Track usage over the die:
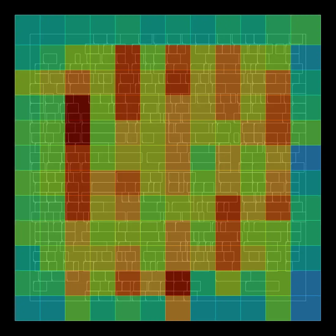
Clock distribution:
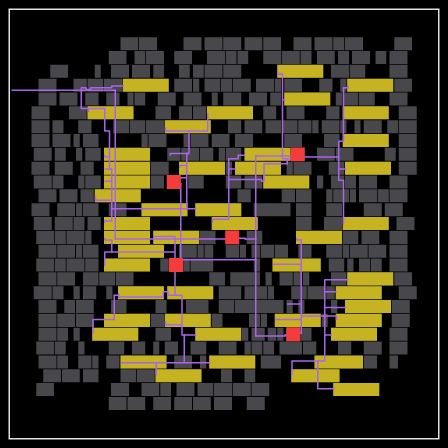
Local utilization:
The die is cut into 8 by 8 equal tiles; dark blue is low, red is high, 0 to 100% covered.
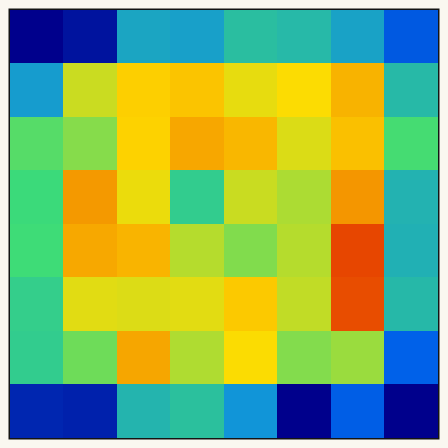
**config.mk**
```make
export PLATFORM = sky130hd
export DESIGN_NAME = seg_display_arbiter_flat
export DESIGN_NICKNAME = d
export VERILOG_FILES = /design/src/rtl/seg_display_arbiter_if.sv /design/src/rtl/seg_display_arbiter.sv /design/src/flat_wrapper.sv
export SDC_FILE = /design/constraint.sdc
export NUM_CORES = 1
export LEC_CHECK = 0
export ABC_CLOCK_PERIOD_IN_PS = 3600
export CORE_MARGIN = 4
export CORE_UTILIZATION = 43
export CTS_BUF_LIST = sky130_fd_sc_hd__clkbuf_4
export DETAILED_ROUTE_END_ITERATION = 10
export PLACE_DENSITY = 0.88
export SYNTH_ARGS = -nofsm -noshare
export SYNTH_HDL_FRONTEND = slang
export SYNTH_SLANG_ARGS = --single-unit
```
**constraint.sdc**
```tcl
create_clock -name clk -period 3.6 [get_ports clk]
set_input_delay 0.9 -clock clk [delete_from_list [all_inputs] [get_ports clk]]
set_output_delay 0.9 -clock clk [all_outputs]
set_load 0.02 [all_outputs]
```
**src/rtl/seg_display_arbiter_if.sv**
```systemverilog
// rtl/seg_display_arbiter_if.sv - requester handshake bundle for the display arbiter
//
// Purpose: groups the two message requesters and the cancel line.
// Signals:
//   req1/req2  request levels from the requesters
//   msg1/msg2  32-bit digit payloads ([31:28]=dig7 ... [3:0]=dig0)
//   ack1/ack2  one-cycle grant pulses back to the requesters
//   cancel     abort the message currently on display
// Modports: master = requester side, slave = arbiter side.
interface seg_display_arbiter_if;
  logic        req1;
  logic [31:0] msg1;
  logic        ack1;
  logic        req2;
  logic [31:0] msg2;
  logic        ack2;
  logic        cancel;

  modport master (
    output req1, msg1, req2, msg2, cancel,
    input  ack1, ack2
  );

  modport slave (
    input  req1, msg1, req2, msg2, cancel,
    output ack1, ack2
  );
endinterface

```
**src/rtl/seg_display_arbiter.sv**
```systemverilog
// rtl/seg_display_arbiter.sv - shares the 8-digit display between background and two messages
//
// Purpose: shows bg_digits by default; grants msg1/msg2 round-robin and holds a
// granted message for HOLD_TICKS prescaled ticks of TICK_DIV clocks each.
// Ports:
//   clk, rst          clock, asynchronous active-low reset
//   req_bus (slave)   req1/msg1/ack1, req2/msg2/ack2, cancel
//   bg_digits         background digits, same packing as the messages
//   dig7..dig0        registered digit values to the display multiplexer
//   active_src        0=background, 1=msg1, 2=msg2
//   busy              high while a message is shown
module seg_display_arbiter #(
  parameter int TICK_DIV   = 4,
  parameter int HOLD_TICKS = 3
) (
  input  logic                        clk,
  input  logic                        rst,
  seg_display_arbiter_if.slave        req_bus,
  input  logic [31:0]                 bg_digits,
  output logic [3:0]                  dig7,
  output logic [3:0]                  dig6,
  output logic [3:0]                  dig5,
  output logic [3:0]                  dig4,
  output logic [3:0]                  dig3,
  output logic [3:0]                  dig2,
  output logic [3:0]                  dig1,
  output logic [3:0]                  dig0,
  output logic [1:0]                  active_src,
  output logic                        busy
);

  localparam int PW = $clog2(TICK_DIV);
  localparam int HW = $clog2(HOLD_TICKS + 1);
  localparam logic [PW-1:0] PRESC_LAST = PW'(TICK_DIV - 1);
  localparam logic [HW-1:0] HOLD_LAST  = HW'(HOLD_TICKS - 1);

  typedef enum logic [1:0] {IDLE, SHOW1, SHOW2} state_t;

  state_t          state, state_next;
  logic [31:0]     digits;
  logic            armed1, armed2;
  logic [1:0]      last_grant;
  logic [PW-1:0]   presc;
  logic [HW-1:0]   hold;
  logic            ack1_q, ack2_q;

  logic            pend1, pend2;
  logic [1:0]      pick;
  logic [1:0]      grant;
  logic            tick, expire;

  assign pend1 = req_bus.req1 & armed1;
  assign pend2 = req_bus.req2 & armed2;

  // Round-robin choice among pending requesters; 0 means nobody is pending.
  always_comb begin
    pick = 2'd0;
    if (pend1 && pend2)
      pick = (last_grant == 2'd1) ? 2'd2 : 2'd1;
    else if (pend1)
      pick = 2'd1;
    else if (pend2)
      pick = 2'd2;
  end

  // Expiry lands on the edge that completes HOLD_TICKS*TICK_DIV cycles of SHOW.
  assign tick   = (state != IDLE) && (presc == PRESC_LAST);
  assign expire = tick && (hold == HOLD_LAST);

  always_ff @(posedge clk or negedge rst) begin
    if (!rst)
      state <= IDLE;
    else
      state <= state_next;
  end

  always_comb begin
    state_next = state;
    grant      = 2'd0;
    case (state)
      IDLE: grant = pick;
      SHOW1, SHOW2: begin
        // cancel beats a simultaneous expiry and never grants on its edge
        if (req_bus.cancel)
          state_next = IDLE;
        else if (expire) begin
          grant = pick;
          if (pick == 2'd0)
            state_next = IDLE;
        end
      end
      default: state_next = IDLE;
    endcase
    if (grant == 2'd1)
      state_next = SHOW1;
    else if (grant == 2'd2)
      state_next = SHOW2;
  end

  always_ff @(posedge clk or negedge rst) begin
    if (!rst) begin
      digits     <= 32'h0;
      active_src <= 2'd0;
      busy       <= 1'b0;
      ack1_q     <= 1'b0;
      ack2_q     <= 1'b0;
      armed1     <= 1'b1;
      armed2     <= 1'b1;
      last_grant <= 2'd1;
      presc      <= '0;
      hold       <= '0;
    end else begin
      ack1_q <= (grant == 2'd1);
      ack2_q <= (grant == 2'd2);

      // A requester must be seen low once after its grant before it can win again.
      if (grant == 2'd1)
        armed1 <= 1'b0;
      else if (!req_bus.req1)
        armed1 <= 1'b1;
      if (grant == 2'd2)
        armed2 <= 1'b0;
      else if (!req_bus.req2)
        armed2 <= 1'b1;

      if (grant != 2'd0) begin
        digits     <= (grant == 2'd1) ? req_bus.msg1 : req_bus.msg2;
        active_src <= grant;
        busy       <= 1'b1;
        last_grant <= grant;
        presc      <= '0;
        hold       <= '0;
      end else if (state_next == IDLE) begin
        digits     <= bg_digits;
        active_src <= 2'd0;
        busy       <= 1'b0;
        presc      <= '0;
        hold       <= '0;
      end else begin
        presc <= tick ? '0 : presc + PW'(1);
        if (tick)
          hold <= hold + HW'(1);
      end
    end
  end

  assign req_bus.ack1 = ack1_q;
  assign req_bus.ack2 = ack2_q;

  assign dig7 = digits[31:28];
  assign dig6 = digits[27:24];
  assign dig5 = digits[23:20];
  assign dig4 = digits[19:16];
  assign dig3 = digits[15:12];
  assign dig2 = digits[11:8];
  assign dig1 = digits[7:4];
  assign dig0 = digits[3:0];

endmodule

```
**src/flat_wrapper.sv**
```systemverilog
// flat-port wrapper written by rule: the top's interface ports become plain ports
module seg_display_arbiter_flat 
#(
  parameter int TICK_DIV   = 4,
  parameter int HOLD_TICKS = 3
)
  (clk, rst, bg_digits, dig7, dig6, dig5, dig4, dig3, dig2, dig1, dig0, active_src, busy, req_bus_req1, req_bus_msg1, req_bus_req2, req_bus_msg2, req_bus_cancel, req_bus_ack1, req_bus_ack2);
  seg_display_arbiter_if req_bus_i ();
  input  logic clk;
  input  logic rst;
  input  logic [31:0] bg_digits;
  output logic [3:0] dig7;
  output logic [3:0] dig6;
  output logic [3:0] dig5;
  output logic [3:0] dig4;
  output logic [3:0] dig3;
  output logic [3:0] dig2;
  output logic [3:0] dig1;
  output logic [3:0] dig0;
  output logic [1:0] active_src;
  output logic busy;
  input wire logic [$bits(req_bus_i.req1)-1:0] req_bus_req1;
  input wire logic [$bits(req_bus_i.msg1)-1:0] req_bus_msg1;
  input wire logic [$bits(req_bus_i.req2)-1:0] req_bus_req2;
  input wire logic [$bits(req_bus_i.msg2)-1:0] req_bus_msg2;
  input wire logic [$bits(req_bus_i.cancel)-1:0] req_bus_cancel;
  output wire logic [$bits(req_bus_i.ack1)-1:0] req_bus_ack1;
  output wire logic [$bits(req_bus_i.ack2)-1:0] req_bus_ack2;
  assign req_bus_i.req1 = req_bus_req1;
  assign req_bus_i.msg1 = req_bus_msg1;
  assign req_bus_i.req2 = req_bus_req2;
  assign req_bus_i.msg2 = req_bus_msg2;
  assign req_bus_i.cancel = req_bus_cancel;
  assign req_bus_ack1 = req_bus_i.ack1;
  assign req_bus_ack2 = req_bus_i.ack2;
  seg_display_arbiter #(.TICK_DIV(TICK_DIV), .HOLD_TICKS(HOLD_TICKS)) u_core (.clk(clk), .rst(rst), .req_bus(req_bus_i), .bg_digits(bg_digits), .dig7(dig7), .dig6(dig6), .dig5(dig5), .dig4(dig4), .dig3(dig3), .dig2(dig2), .dig1(dig1), .dig0(dig0), .active_src(active_src), .busy(busy));
endmodule
```
==> ci_impl_report.md <==
## PnR job results

| Metric | Value |
|---|---|
| # rows | 27 |
| Clock Pin Slew Worst Setup and Hold Paths | 130 ps |
| Worst slew pin tran | 1040 ps |
| RD Place Congestion | 0.771 |
| Status | finished clean |
| # DRC | 0 |
| Fmax | 352 MHz |
| Reg2reg setup slack | 910 ps |
| Final hold violations | 0 |
| Area leader share | 0.442 |
| Chip area | 7080 um2 |
| Most frequent logic cell in the layout | clkdlybuf4s50_1 |
| Synthesis warning total | 0 |
| Layout cells sized above 1 | 0.0806 |
| Most frequent cells in the layout | clkdlybuf4s50_1, dfrtp_1, nand2_1 |
| Psw | 1.41 mW |
| CTS tree | done |
| Fin crit share | 0.788 |
| Hold Crit Class | reg -> reg |
| CP arrival | 3090 ps |
| # setup viols final | 0 |
| DRT iter0 DRCs | 108 |
| Antenna violations before repair | 0 |
| Avg Cell Area, Syn | 10.3 um2 |
| Pwr/cell area | 840 nW/um2 |
| Inserted Clock Buffers | 5 |
About 'track usage over the die':
GR Util met1: 0.253
drt wl/cell: 17.2 um
met3 Use GR: 0.0491
M2 GR Usage: 0.383
Tot GR Track Use: 0.214

About 'clock distribution':
[flip-flops] yellow | count: 47
[clock wires] purple | length: 553 um
[clock drivers] red | count: 5
routed clock nets: 6
Clk pwr share: 0.073
Post-Route Skew: 11.3 ps
Clock Latency Late Sink: 360 ps

About 'local utilization':
emptiest ninth of the die: lower right
nearly empty tiles: 4.7%
tiles over 75% full: 23%
fin util: 0.705
fp util: 0.447
Core ar.: 5570 um2

## layer usage
metal  routed length [um]  part of all wire  global-route usage  vias up
met5                    0                 0                   0        -
met4                  108             0.014              0.0658        0
met3                  528             0.069              0.0491       12
met2                 3820              0.50               0.383      106
met1                 3180              0.42               0.253     1191
li1                     -                 -                   -     1159
## power by group through the flow
stage	Sequential (mW)	Clock (mW)	Combinational (mW)
after floorplan	1.19	0	1.13
after global placement	0.951	0	2.06
after detailed placement	0.957	0	2.13
after CTS	0.955	0.244	2.13
after global routing	0.983	0.267	2.26
final	0.960	0.242	2.10
## path summary, 6_finish.rpt
| check | start | to |
|---|---|---|
| max reg2reg | u_core.state[0]$_DFF_PN0_ | u_core.digits[29]$_DFFE_PN0P_ |
| max | req_bus_cancel | u_core.digits[29]$_DFFE_PN0P_ |
| min | u_core.presc[0]$_DFF_PN0_ | u_core.presc[0]$_DFF_PN0_ |
| min in group asynchronous | rst | u_core.active_src[0]$_DFFE_PN0P_ |
| min reg2reg | u_core.presc[0]$_DFF_PN0_ | u_core.presc[0]$_DFF_PN0_ |
| max in group asynchronous | rst | u_core.digits[13]$_DFFE_PN0P_ |
## worst reg2reg max path, stage by stage (launching register included)
cell and delay (ps):
dfrtp_1 470, inv_1 70, ha_1 310, and4b_1 230, o21bai_1 160, nor2_4 780, nor2_8 240, a22o_1 330
## area by class of cell
type,instances,area [um2]
Timing Repair Buffer,141,1400
Clock buffer,6,45.0
Inverter,9,33.8
Tap cell,72,90.1
Fill cell,452,1640
Sequential cell,47,1180
Clock inverter,2,7.51
Multi-Input combinational cell,167,1180
## registers in the layout (all words and copies together) (netlist names)
signal and count:
u_core.busy 1, u_core.active_src 2, u_core.last_grant 2, u_core.state 2, u_core.req_bus.ack2 1, u_core.req_bus.ack1 1, u_core.presc 2, u_core.digits 32
u_core.armed1 1, u_core.armed2 1, u_core.hold 2
## cells in the mapped netlist (2+ instances only)
library cell / instances
nor3_1: 2
a31o_2: 2
nor2_1: 3
clkbuf_1: 11
inv_1: 9
a21o_2: 6
ha_1: 4
a21o_1: 29
a21oi_1: 3
nand2_1: 35
o22ai_1: 33
nand2b_1: 2
buf_6: 3
a22o_1: 32
dfstp_2: 3
dfrtp_1: 44
buf_4: 3
## cells by family after synthesis
group	after synthesis
AOI/OAI and AO/OA	111
and+or+nand+nor	50
DFF	47
buffers and inverters	27
adders and majority gates	4
xor gates and xnor gates	1
muxes	1
No activity file was given, so power comes from the tool's default toggle rates.
